[config.mk]
export PLATFORM = sky130hd
export DESIGN_NAME = fetch_decode_queue_flat
export DESIGN_NICKNAME = d
export VERILOG_FILES = /design/src/rtl/fetch_decode_queue_if.sv /design/src/rtl/fetch_decode_queue.sv /design/src/flat_wrapper.sv
export SDC_FILE = /design/constraint.sdc
export NUM_CORES = 1
export LEC_CHECK = 0
export CAP_MARGIN = 20
export CORE_MARGIN = 2
export CORE_UTILIZATION = 56
export DETAILED_ROUTE_END_ITERATION = 8
export PLACE_DENSITY = 0.88
export SLEW_MARGIN = 25
export SYNTH_ARGS = -nofsm -noshare
export SYNTH_HDL_FRONTEND = slang
export SYNTH_SLANG_ARGS = --single-unit
[constraint.sdc]
create_clock -name clk -period 4.1 [get_ports clk]
set_input_delay 0.82 -clock clk [delete_from_list [all_inputs] [get_ports clk]]
set_output_delay 0.82 -clock clk [all_outputs]
set_load 0.01 [all_outputs]
[src/rtl/fetch_decode_queue_if.sv]
// Fetch/decode handshake bundle for the fetch-to-decode instruction queue.
// The master side is the pipeline around the queue; the slave side is the queue itself.
interface fetch_decode_queue_if #(
   parameter int unsigned DPW   = 32,
   parameter int unsigned DEPTH = 4,
   parameter int unsigned CW    = $clog2(DEPTH + 1)
);
   logic [DPW-1:0] PCF;
   logic [DPW-1:0] instrF;
   logic           validF;
   logic           readyF;
   logic           stallD;
   logic           flushD;
   logic [DPW-1:0] instrD;
   logic [DPW-1:0] PCD;
   logic           validD;
   logic [CW-1:0]  count;

   modport master (
      output PCF, instrF, validF, stallD, flushD,
      input  readyF, instrD, PCD, validD, count
   );

   modport slave (
      input  PCF, instrF, validF, stallD, flushD,
      output readyF, instrD, PCD, validD, count
   );
endinterface

[src/rtl/fetch_decode_queue.sv]
// In-order fetch queue in front of the decode register. Fetches go straight to decode when
// the FIFO is empty and decode advances; otherwise they are queued. Flush or reset empties
// everything and leaves a NOP bubble in decode.
module fetch_decode_queue #(
   parameter int unsigned    DPW   = 32,
   parameter int unsigned    DEPTH = 4,
   parameter logic [DPW-1:0] NOP   = 32'h0000_0013,
   parameter int unsigned    CW    = $clog2(DEPTH + 1)
) (
   input logic                 clk,
   input logic                 rst_n,
   fetch_decode_queue_if.slave bus
);
   localparam int unsigned PW = $clog2(DEPTH);

   logic [DPW-1:0] mem_pc    [DEPTH];
   logic [DPW-1:0] mem_instr [DEPTH];

   logic [PW-1:0]  wr_ptr_q;
   logic [PW-1:0]  rd_ptr_q;
   logic [CW-1:0]  count_q;
   logic [CW-1:0]  count_d;
   logic           valid_d_q;
   logic [DPW-1:0] instr_d_q;
   logic [DPW-1:0] pc_d_q;

   logic full;
   logic enq;
   logic advance;
   logic deq;
   logic bypass;
   logic push;

   // Handshake decode; full comes from the registered count only, no same-cycle lookahead.
   always_comb begin
      full    = (count_q == CW'(DEPTH));
      enq     = bus.validF && !full && !bus.flushD;
      advance = !bus.stallD && !bus.flushD;
      deq     = advance && (count_q != '0);
      bypass  = advance && (count_q == '0) && enq;
      push    = enq && !bypass;
      count_d = count_q;
      case ({push, deq})
         2'b10:   count_d = count_q + CW'(1);
         2'b01:   count_d = count_q - CW'(1);
         default: count_d = count_q;
      endcase
   end

   // FIFO storage; contents need no reset since count gates every read.
   always_ff @(posedge clk) begin
      if (rst_n && push) begin
         mem_pc[wr_ptr_q]    <= bus.PCF;
         mem_instr[wr_ptr_q] <= bus.instrF;
      end
   end

   // Pointers, occupancy and the decode register; reset and flush clear identically.
   always_ff @(posedge clk) begin
      if (!rst_n || bus.flushD) begin
         wr_ptr_q  <= '0;
         rd_ptr_q  <= '0;
         count_q   <= '0;
         valid_d_q <= 1'b0;
         instr_d_q <= NOP;
         pc_d_q    <= '0;
      end else begin
         count_q <= count_d;
         if (push) begin
            wr_ptr_q <= wr_ptr_q + PW'(1);
         end
         if (deq) begin
            rd_ptr_q  <= rd_ptr_q + PW'(1);
            valid_d_q <= 1'b1;
            instr_d_q <= mem_instr[rd_ptr_q];
            pc_d_q    <= mem_pc[rd_ptr_q];
         end else if (bypass) begin
            valid_d_q <= 1'b1;
            instr_d_q <= bus.instrF;
            pc_d_q    <= bus.PCF;
         end else if (advance) begin
            // Bubble: PC is left as-is so a debugger still sees the last decoded address.
            valid_d_q <= 1'b0;
            instr_d_q <= NOP;
         end
      end
   end

   // Outputs come only from registers.
   assign bus.readyF = !full;
   assign bus.instrD = instr_d_q;
   assign bus.PCD    = pc_d_q;
   assign bus.validD = valid_d_q;
   assign bus.count  = count_q;
endmodule

[src/flat_wrapper.sv]
// flat-port wrapper written by rule: the top's interface ports become plain ports
module fetch_decode_queue_flat 
#(
   parameter int unsigned    DPW   = 32,
   parameter int unsigned    DEPTH = 4,
   parameter logic [DPW-1:0] NOP   = 32'h0000_0013,
   parameter int unsigned    CW    = $clog2(DEPTH + 1)
)
  (clk, rst_n, bus_PCF, bus_instrF, bus_validF, bus_stallD, bus_flushD, bus_readyF, bus_instrD, bus_PCD, bus_validD, bus_count);
  fetch_decode_queue_if #(.DPW(DPW), .DEPTH(DEPTH), .CW(CW)) bus_i ();
  input logic clk;
  input logic rst_n;
  input wire logic [$bits(bus_i.PCF)-1:0] bus_PCF;
  input wire logic [$bits(bus_i.instrF)-1:0] bus_instrF;
  input wire logic [$bits(bus_i.validF)-1:0] bus_validF;
  input wire logic [$bits(bus_i.stallD)-1:0] bus_stallD;
  input wire logic [$bits(bus_i.flushD)-1:0] bus_flushD;
  output wire logic [$bits(bus_i.readyF)-1:0] bus_readyF;
  output wire logic [$bits(bus_i.instrD)-1:0] bus_instrD;
  output wire logic [$bits(bus_i.PCD)-1:0] bus_PCD;
  output wire logic [$bits(bus_i.validD)-1:0] bus_validD;
  output wire logic [$bits(bus_i.count)-1:0] bus_count;
  assign bus_i.PCF = bus_PCF;
  assign bus_i.instrF = bus_instrF;
  assign bus_i.validF = bus_validF;
  assign bus_i.stallD = bus_stallD;
  assign bus_i.flushD = bus_flushD;
  assign bus_readyF = bus_i.readyF;
  assign bus_instrD = bus_i.instrD;
  assign bus_PCD = bus_i.PCD;
  assign bus_validD = bus_i.validD;
  assign bus_count = bus_i.count;
  fetch_decode_queue #(.DPW(DPW), .DEPTH(DEPTH), .NOP(NOP), .CW(CW)) u_core (.clk(clk), .rst_n(rst_n), .bus(bus_i));
endmodule
==> impl_metrics.csv <==
group,metric,value,unit
critical_path,worst_setup_path_startpoint,"bus_stallD",
floorplan,design.core.area,22500,µm²
yosys,simple_gate_share,0.0672,
finish,lay_top_cells,"sky130_fd_sc_hd__edfxtp_1, sky130_fd_sc_hd__clkdlybuf4s50_1, sky130_fd_sc_hd__dfxtp_1, sky130_fd_sc_hd__nand2_1, sky130_fd_sc_hd__mux4_2",
outcome,outcome,"complete, no violations",
power,power-per-cell-area,452,nW/µm²
drt,vias_per_cell,6.24,
critical_path,setup.worst_path.class,"in2reg",
clock_network,number_of_buffers_inserted_to_repair_setup_after_cts,0,
yosys,synthXorXnorAreaFrac,0.00343,
critical_path,worst-path-max-fanout,37,
finish,layout.core_utilization,0.691,
critical_path,crit_path_start_kind,"primary input",
yosys,synth.logic.top_family,"multiplexers",
final_timing,worst-slew-pin-transition,965,ps
critical_path,regToRegStartpoint,"u_core.bus.count[0]",
clock_network,cts_made_buffers,31,
place,buffer_ports.inserted,137,
critical_path,cp.buffers_inverters,3,
global_route,top_usage_layer,"met2",
floorplan,dieWidth,155,µm
place,dp.final_hpwl,16.7,mm
yosys,syn-num-nets,796,
critical_path,rr_endpoint,"u_core.mem_instr[2][12]",
global_route,first_global_vias,7589,
finish,stdcell_count,1172,
critical_path,path_depth,6,
critical_path,ff2ff_path_depth,4,
yosys,top_cell,"sky130_fd_sc_hd__edfxtp_1",
global_route,grt_pass1_wl,43.4,mm
place,globalplace.congestion,0.739,
final_timing,timing.final.hold_violations,0,
final_timing,timing.final.crit_share,0.727,
yosys,synth.cell_area,12800,µm²
finish,final_cell_area,15600,µm²
global_route,grt_util_all_layers,0.238,
yosys,synthesis.area_per_instance,17.7,µm²
final_timing,worst_hold_slack,502,ps
critical_path,cpMaxStageDelayCell,"sky130_fd_sc_hd__and3_4",
final_timing,report.final.setup_viol,0,
final_timing,setup_skew,12.2,ps
final_timing,timing.final.crit_period,2980,ps
yosys,synth_top_cell_by_area,"sky130_fd_sc_hd__edfxtp_1",
clock_network,ctsResizeCount,0,
yosys,synthesis.yosys.warnings,0,
job,log.warning_count,29,
place,place_area,14500,µm²
drt,drt.antenna.violating_nets,0,
drt,dr_wl_met3,1.86,mm
worst_hold_path,min_from,"u_core.bus.PCD[31]",
floorplan,top_level_ports,138,
finish,syn_to_final_growth,21.7,%
yosys,postSynthRegisterBits,330,
job,timing.max_cap.violations,0,
yosys,post_synth_main_area_contributors,"sky130_fd_sc_hd__edfxtp_1, sky130_fd_sc_hd__dfxtp_1, sky130_fd_sc_hd__mux4_2",
yosys,synthAdderAreaFrac,0.00646,
clock_network,cts_tree,"built",
drt,drt_iter0_drc,738,
-- layout make-up --
class	count	area, µm²	area share
timing repair buffer	156	1590	0.102
clock inverter	17	220	0.0142
multi-input combinational	335	3320	0.214
clock buffer	41	863	0.0555
tap	285	357	0.0229
inverter	7	28.8	0.00185
sequential	330	9180	0.590
antenna	1	2.50	0.000161
-- flip-flops by register name, summed over array words and instances (netlist names), named ones only --
name               flops
u_core.wr_ptr_q        2
u_core.bus.validD      1
u_core.rd_ptr_q        2
u_core.bus.PCD        32
u_core.mem_pc        128
u_core.bus.count       3
u_core.mem_instr     128
u_core.bus.instrD     32
-- report_power, final --
part | internal [W] | switching (W)
Clock | 0.00180 | 0.00122
Combinational | 0.000162 | 0.000190
Sequential | 0.00364 | 0.0000216
Total | 0.00559 | 0.00143
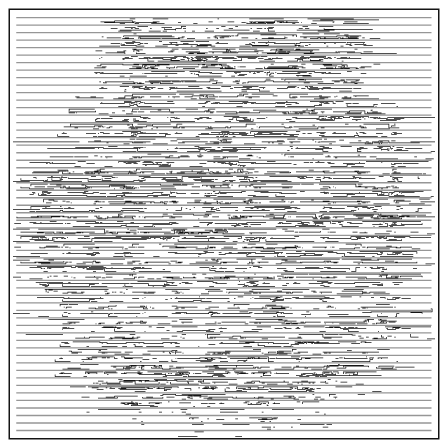
(signal wires on met1)
Supply wires on this layer in grey.
main direction = horizontal
wire length on this layer = 10600 µm
nets with wire on the layer = 844
longest straight run = 50.1 µm
share of all routed wire = 37%
Total Wirelength: 28.4 mm
met1 global-route usage: 0.301
via count: 7309

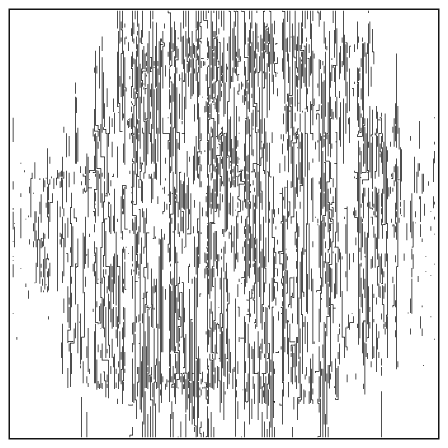
(metal 2)
nets with wire on the layer = 857
main direction = vertical
global routing met2 resource utilization: 0.414

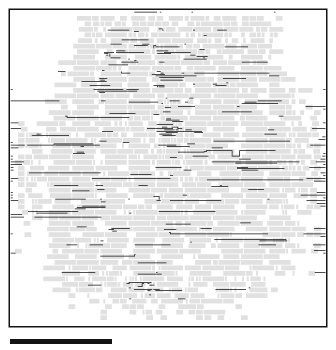
(metal 3)
Scale bar: 50 µm.
nets with wire on the layer = 166
main direction = horizontal
longest straight run = 47.8 µm
met3 capacity usage during global routing: 0.0323

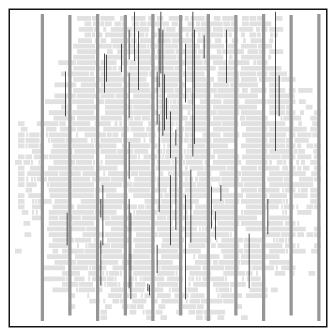
(signal wires on met4)
Supply wires on this layer in grey.
wire length on this layer = 1130 µm
main direction = vertical
longest straight run = 70.7 µm
nets with wire on the layer = 31
share of all routed wire = 4.0%

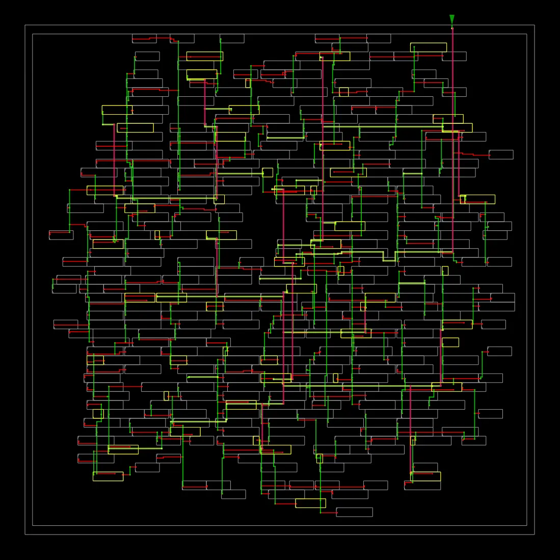
(clock routing)
Clock buffer cells: 41
power drawn by the clock network: 0.00301 W

Power and IR drop assume default switching activity.
